## src/rtl/adder_pkg.sv

```systemverilog
// Shared definitions for the adder's downstream consumers: sum width, window FSM
// states and the accumulator width derivation.
package adder_pkg;

    localparam int SUM_W = 4;

    typedef enum logic [0:0] {
        ACCUM = 1'b0,
        HOLD  = 1'b1
    } state_e;

    // Wide enough for COUNT samples of full-scale value without overflow.
    function automatic int acc_width(input int sum_w, input int count);
        return sum_w + $clog2(count);
    endfunction

endpackage

```

## src/rtl/sum_window_accumulator_sample_counter.sv

```systemverilog
// Per-window sample counter: clears on window close, counts accepted beats and
// flags when the next accepted beat completes a full window.
module sample_counter #(
    parameter int COUNT = 8,
    parameter int CNT_W = $clog2(COUNT + 1)
) (
    input  logic             clk,
    input  logic             rst,
    input  logic             clear,
    input  logic             inc,
    output logic [CNT_W-1:0] cnt,
    output logic             last
);

    logic [CNT_W-1:0] cnt_r;

    // Counter register; clear together with inc restarts the count at one.
    always_ff @(posedge clk) begin
        if (rst) begin
            cnt_r <= {CNT_W{1'b0}};
        end else if (clear && inc) begin
            cnt_r <= CNT_W'(1);
        end else if (clear) begin
            cnt_r <= {CNT_W{1'b0}};
        end else if (inc) begin
            cnt_r <= cnt_r + CNT_W'(1);
        end else begin
            cnt_r <= cnt_r;
        end
    end

    assign cnt  = cnt_r;
    assign last = (cnt_r == CNT_W'(COUNT - 1));

endmodule

```

## src/rtl/sum_window_accumulator.sv

```systemverilog
// Windowed accumulator for adder sums: totals, maximum and sample count per window
// of COUNT beats, closed early by flush, handed off over a valid/ready output.
module sum_window_accumulator
    import adder_pkg::*;
#(
    parameter int COUNT = 8,
    parameter int CNT_W = $clog2(COUNT + 1),
    parameter int ACC_W = acc_width(SUM_W, COUNT)
) (
    input  logic             clk,
    input  logic             rst,
    input  logic             in_valid,
    output logic             in_ready,
    input  logic [SUM_W-1:0] S,
    input  logic             flush,
    output logic             out_valid,
    input  logic             out_ready,
    output logic [ACC_W-1:0] out_total,
    output logic [SUM_W-1:0] out_max,
    output logic [CNT_W-1:0] out_count
);

    state_e           state_r;
    state_e           state_n_s;
    logic [ACC_W-1:0] acc_r;
    logic [ACC_W-1:0] acc_n_s;
    logic [SUM_W-1:0] max_r;
    logic [SUM_W-1:0] max_n_s;
    logic [ACC_W-1:0] out_total_r;
    logic [SUM_W-1:0] out_max_r;
    logic [CNT_W-1:0] out_count_r;

    logic [CNT_W-1:0] cnt_s;
    logic             last_s;
    logic             cnt_clr_s;
    logic             cnt_inc_s;
    logic             load_out_s;

    logic             in_ready_s;
    logic             accept_s;
    logic             close_s;
    logic [ACC_W-1:0] s_ext_s;
    logic [ACC_W-1:0] beat_acc_s;
    logic [SUM_W-1:0] beat_max_s;
    logic [CNT_W-1:0] beat_cnt_s;

    sample_counter #(
        .COUNT (COUNT),
        .CNT_W (CNT_W)
    ) u_sample_counter (
        .clk   (clk),
        .rst   (rst),
        .clear (cnt_clr_s),
        .inc   (cnt_inc_s),
        .cnt   (cnt_s),
        .last  (last_s)
    );

    // In HOLD the input is gated by the output handshake so a take and a new beat share a cycle.
    assign in_ready_s = (state_r == ACCUM) || out_ready;
    assign accept_s   = in_valid && in_ready_s;
    assign s_ext_s    = {{(ACC_W - SUM_W){1'b0}}, S};
    assign beat_acc_s = accept_s ? (acc_r + s_ext_s) : acc_r;
    assign beat_max_s = (accept_s && (S > max_r)) ? S : max_r;
    assign beat_cnt_s = accept_s ? (cnt_s + CNT_W'(1)) : cnt_s;
    assign close_s    = (state_r == ACCUM) &&
                        ((accept_s && last_s) || (flush && ((cnt_s != {CNT_W{1'b0}}) || accept_s)));

    // Next-state and datapath control for the ACCUM/HOLD window FSM.
    always_comb begin
        state_n_s  = state_r;
        acc_n_s    = acc_r;
        max_n_s    = max_r;
        cnt_clr_s  = 1'b0;
        cnt_inc_s  = 1'b0;
        load_out_s = 1'b0;
        case (state_r)
            ACCUM: begin
                if (close_s) begin
                    load_out_s = 1'b1;
                    cnt_clr_s  = 1'b1;
                    acc_n_s    = {ACC_W{1'b0}};
                    max_n_s    = {SUM_W{1'b0}};
                    state_n_s  = HOLD;
                end else begin
                    cnt_inc_s = accept_s;
                    acc_n_s   = beat_acc_s;
                    max_n_s   = beat_max_s;
                end
            end
            HOLD: begin
                if (out_ready) begin
                    state_n_s = ACCUM;
                    if (in_valid) begin
                        acc_n_s   = s_ext_s;
                        max_n_s   = S;
                        cnt_clr_s = 1'b1;
                        cnt_inc_s = 1'b1;
                    end else begin
                        acc_n_s = acc_r;
                        max_n_s = max_r;
                    end
                end else begin
                    state_n_s = HOLD;
                end
            end
            default: begin
                state_n_s = ACCUM;
                acc_n_s   = {ACC_W{1'b0}};
                max_n_s   = {SUM_W{1'b0}};
                cnt_clr_s = 1'b1;
            end
        endcase
    end

    // State, accumulator and output registers.
    always_ff @(posedge clk) begin
        if (rst) begin
            state_r     <= ACCUM;
            acc_r       <= {ACC_W{1'b0}};
            max_r       <= {SUM_W{1'b0}};
            out_total_r <= {ACC_W{1'b0}};
            out_max_r   <= {SUM_W{1'b0}};
            out_count_r <= {CNT_W{1'b0}};
        end else begin
            state_r <= state_n_s;
            acc_r   <= acc_n_s;
            max_r   <= max_n_s;
            if (load_out_s) begin
                out_total_r <= beat_acc_s;
                out_max_r   <= beat_max_s;
                out_count_r <= beat_cnt_s;
            end else begin
                out_total_r <= out_total_r;
                out_max_r   <= out_max_r;
                out_count_r <= out_count_r;
            end
        end
    end

    assign in_ready  = in_ready_s;
    assign out_valid = (state_r == HOLD);
    assign out_total = out_total_r;
    assign out_max   = out_max_r;
    assign out_count = out_count_r;

endmodule

```

## config.mk

```make
export PLATFORM = sky130hd
export DESIGN_NAME = sum_window_accumulator
export DESIGN_NICKNAME = d
export VERILOG_FILES = /design/src/rtl/adder_pkg.sv /design/src/rtl/sum_window_accumulator_sample_counter.sv /design/src/rtl/sum_window_accumulator.sv
export SDC_FILE = /design/constraint.sdc
export NUM_CORES = 1
export LEC_CHECK = 0
export ABC_AREA = 1
export CORE_ASPECT_RATIO = 0.8
export CORE_MARGIN = 3
export CORE_UTILIZATION = 54
export CTS_CLUSTER_DIAMETER = 80
export DETAILED_ROUTE_END_ITERATION = 7
export PLACE_DENSITY_LB_ADDON = 0.3
export RECOVER_POWER = 25
export SLEW_MARGIN = 20
export SYNTH_ARGS = -nofsm -noshare
export SYNTH_HDL_FRONTEND = slang
export SYNTH_SLANG_ARGS = --single-unit
```

## constraint.sdc

```tcl
create_clock -name clk -period 1.95 [get_ports clk]
set_input_delay 0.4875 -clock clk [delete_from_list [all_inputs] [get_ports clk]]
set_output_delay 0.4875 -clock clk [all_outputs]
set_load 0.01 [all_outputs]
```

### Cells coloured by class, run 1

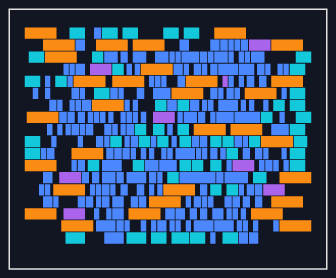
- orange: flip-flops (cells 31; share of their area 27%)
- purple: clock drivers and dummy loads (cells 8; share of their area 4.3%)
- blue: all other logic (cells 219; share of their area 49%)
- cyan: other buffers and delay cells (cells 52; share of their area 20%)

### Routed metal per tile, run 1

14 x 12 tiles, from dark blue (low) to red (high), scaled to the fullest tile. Values are wire area over tile area, all layers added.
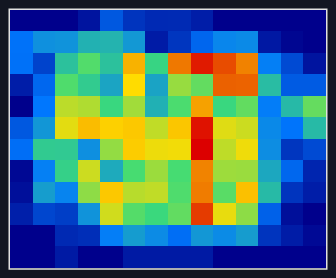
- mean over tiles: 0.18
- emptiest ninth of the die: south-west
- densest ninth of the die: centre

### Sequential cells grouped by signal name, run 1

Other sequential cells in the stronger grey, the rest of the logic in the fainter grey.
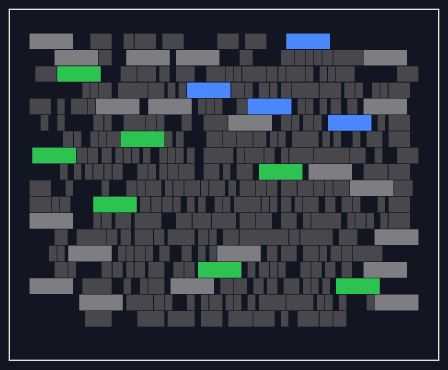
- blue: u_sample_counter.cnt (placed flops 4)
- green: acc_r (placed flops 7)
- not coloured: 20
register area: 621 µm²
sequential fraction of total cell area: 26.0%
final core utilization: 75.1%
Sequential Power: 0.000730 W

==> flow_metrics.tcl, run 1 <==
# flow metrics
set metrics [dict create \
    outcome "finished, final reports clean" \
    rr_startpoint "acc_r[0]" \
    cts.sinks 31 \
    clkPwrFrac_pct 30.8 \
    power_top_consumer "registers" \
    grt_pass1_vias 1667 \
    routed-wl-met2_um 2010 \
    p_leak_nw 1.13 \
    synth_cell_types 32 \
    die_h_um 58.3 \
    min_delay_worst_endpoint "out_total[0]" \
    cts_tree "built" \
    fa_ha_area_share_pct 7.88 \
    crit_path_max_fanout 3 \
    drc 0 \
    r2r_slack_ns 0.18 \
    top_layer "met4" \
    xor_area_share_pct 1.90 \
    cpMaxStageDelayCell "clkdlybuf4s50_1" \
    ys_sh_mux_pct 0 \
]
### Clock network drawn from the DEF, run 1

The bar under the picture is 20 µm long.
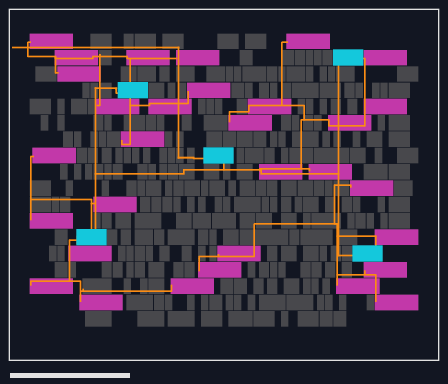

==> run 1 -> run 2 <==
--- a/config.mk
+++ b/config.mk
@@ -9,7 +9,8 @@
 export CORE_ASPECT_RATIO = 0.8
 export CORE_MARGIN = 3
-export CORE_UTILIZATION = 54
+export CORE_UTILIZATION = 58
 export CTS_CLUSTER_DIAMETER = 80
 export DETAILED_ROUTE_END_ITERATION = 7
+export DONT_BUFFER_PORTS = 1
 export PLACE_DENSITY_LB_ADDON = 0.3
 export RECOVER_POWER = 25
==> constraint.sdc (replaced) <==
create_clock -name clk -period 1.95 [get_ports clk]
set_input_delay 0.4875 -clock clk [delete_from_list [all_inputs] [get_ports clk]]
set_output_delay 0.4875 -clock clk [all_outputs]
set_load 0.005 [all_outputs]
### Clock network drawn from the DEF, run 2

The bar under the picture is 20 µm long.
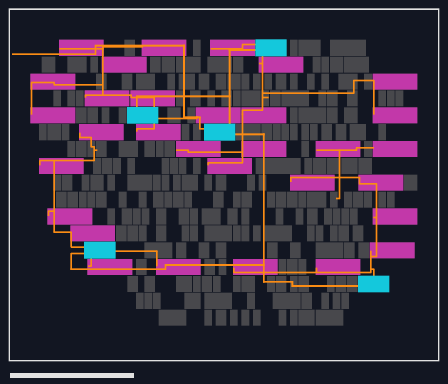
- cyan: cells driving clock nets (count 5)
- magenta: flip-flops (count 31)
- orange: clock wires (length 443 µm)
- routed clock nets: 6

==> run 2 against run 1 <==
Compared with the run above:
- final cell count decreased by 14%
- total power decreased by 12%
- critical path depth is 2 lower
==> flow_metrics.tcl, run 2 <==
# flow metrics
set metrics [dict create \
    outcome "finished, final reports clean" \
    portBuffers 0 \
    synth_nets 279 \
    warning_count 27 \
    grt_use_total_pct 22.5 \
    cts.sinks 31 \
    die_h_um 56.4 \
    period_minus_slack_ns 1.72 \
    path_depth 9 \
    fa_ha_area_share_pct 7.88 \
    arrival_ns 1.95 \
    min_delay_worst_endpoint "acc_r[6]" \
    powerComb_w 0.000380 \
    cpMaxStageDelayCell "dfxtp_1" \
    rsz0062_at_grt "no" \
    topCombFamilyByArea "simple AND/OR/NAND/NOR gates" \
    dr_total_vias 1601 \
    ios 26 \
    cts_tree "built" \
    crit_start "u_sample_counter.cnt[0]" \
    rr_startpoint "u_sample_counter.cnt[0]" \
    synth_cell_types 32 \
    p_leak_nw 0.873 \
    inv_count 30 \
    power_top_consumer "registers" \
    routed-wl-met2_um 1730 \
    grt_pass1_vias 1542 \
    ys_sh_mux_pct 0 \
    r2r_slack_ns 0.23 \
    top_layer "met4" \
    hold_path_class "in -> reg" \
    wl_um 3990 \
    seqCellArea_um2 621 \
    cts-root-buf "clkbuf_8" \
    fin_ws_ns 0.233 \
    seq-cell-share_pct 32.3 \
    dp_hpwl_um 2910 \
    cts_resized 0 \
    core_area_mm2 0.00289 \
    die_x_um 69.0 \
    seq_cell_power_w 0.000739 \
    drc 0 \
    xor_area_share_pct 1.90 \
    utilization_pct 66.4 \
    crit_path_max_fanout 21 \
    clkPwrFrac_pct 30.6 \
    layout.nets 281 \
]
No activity file was given, so power comes from the tool's default toggle rates.
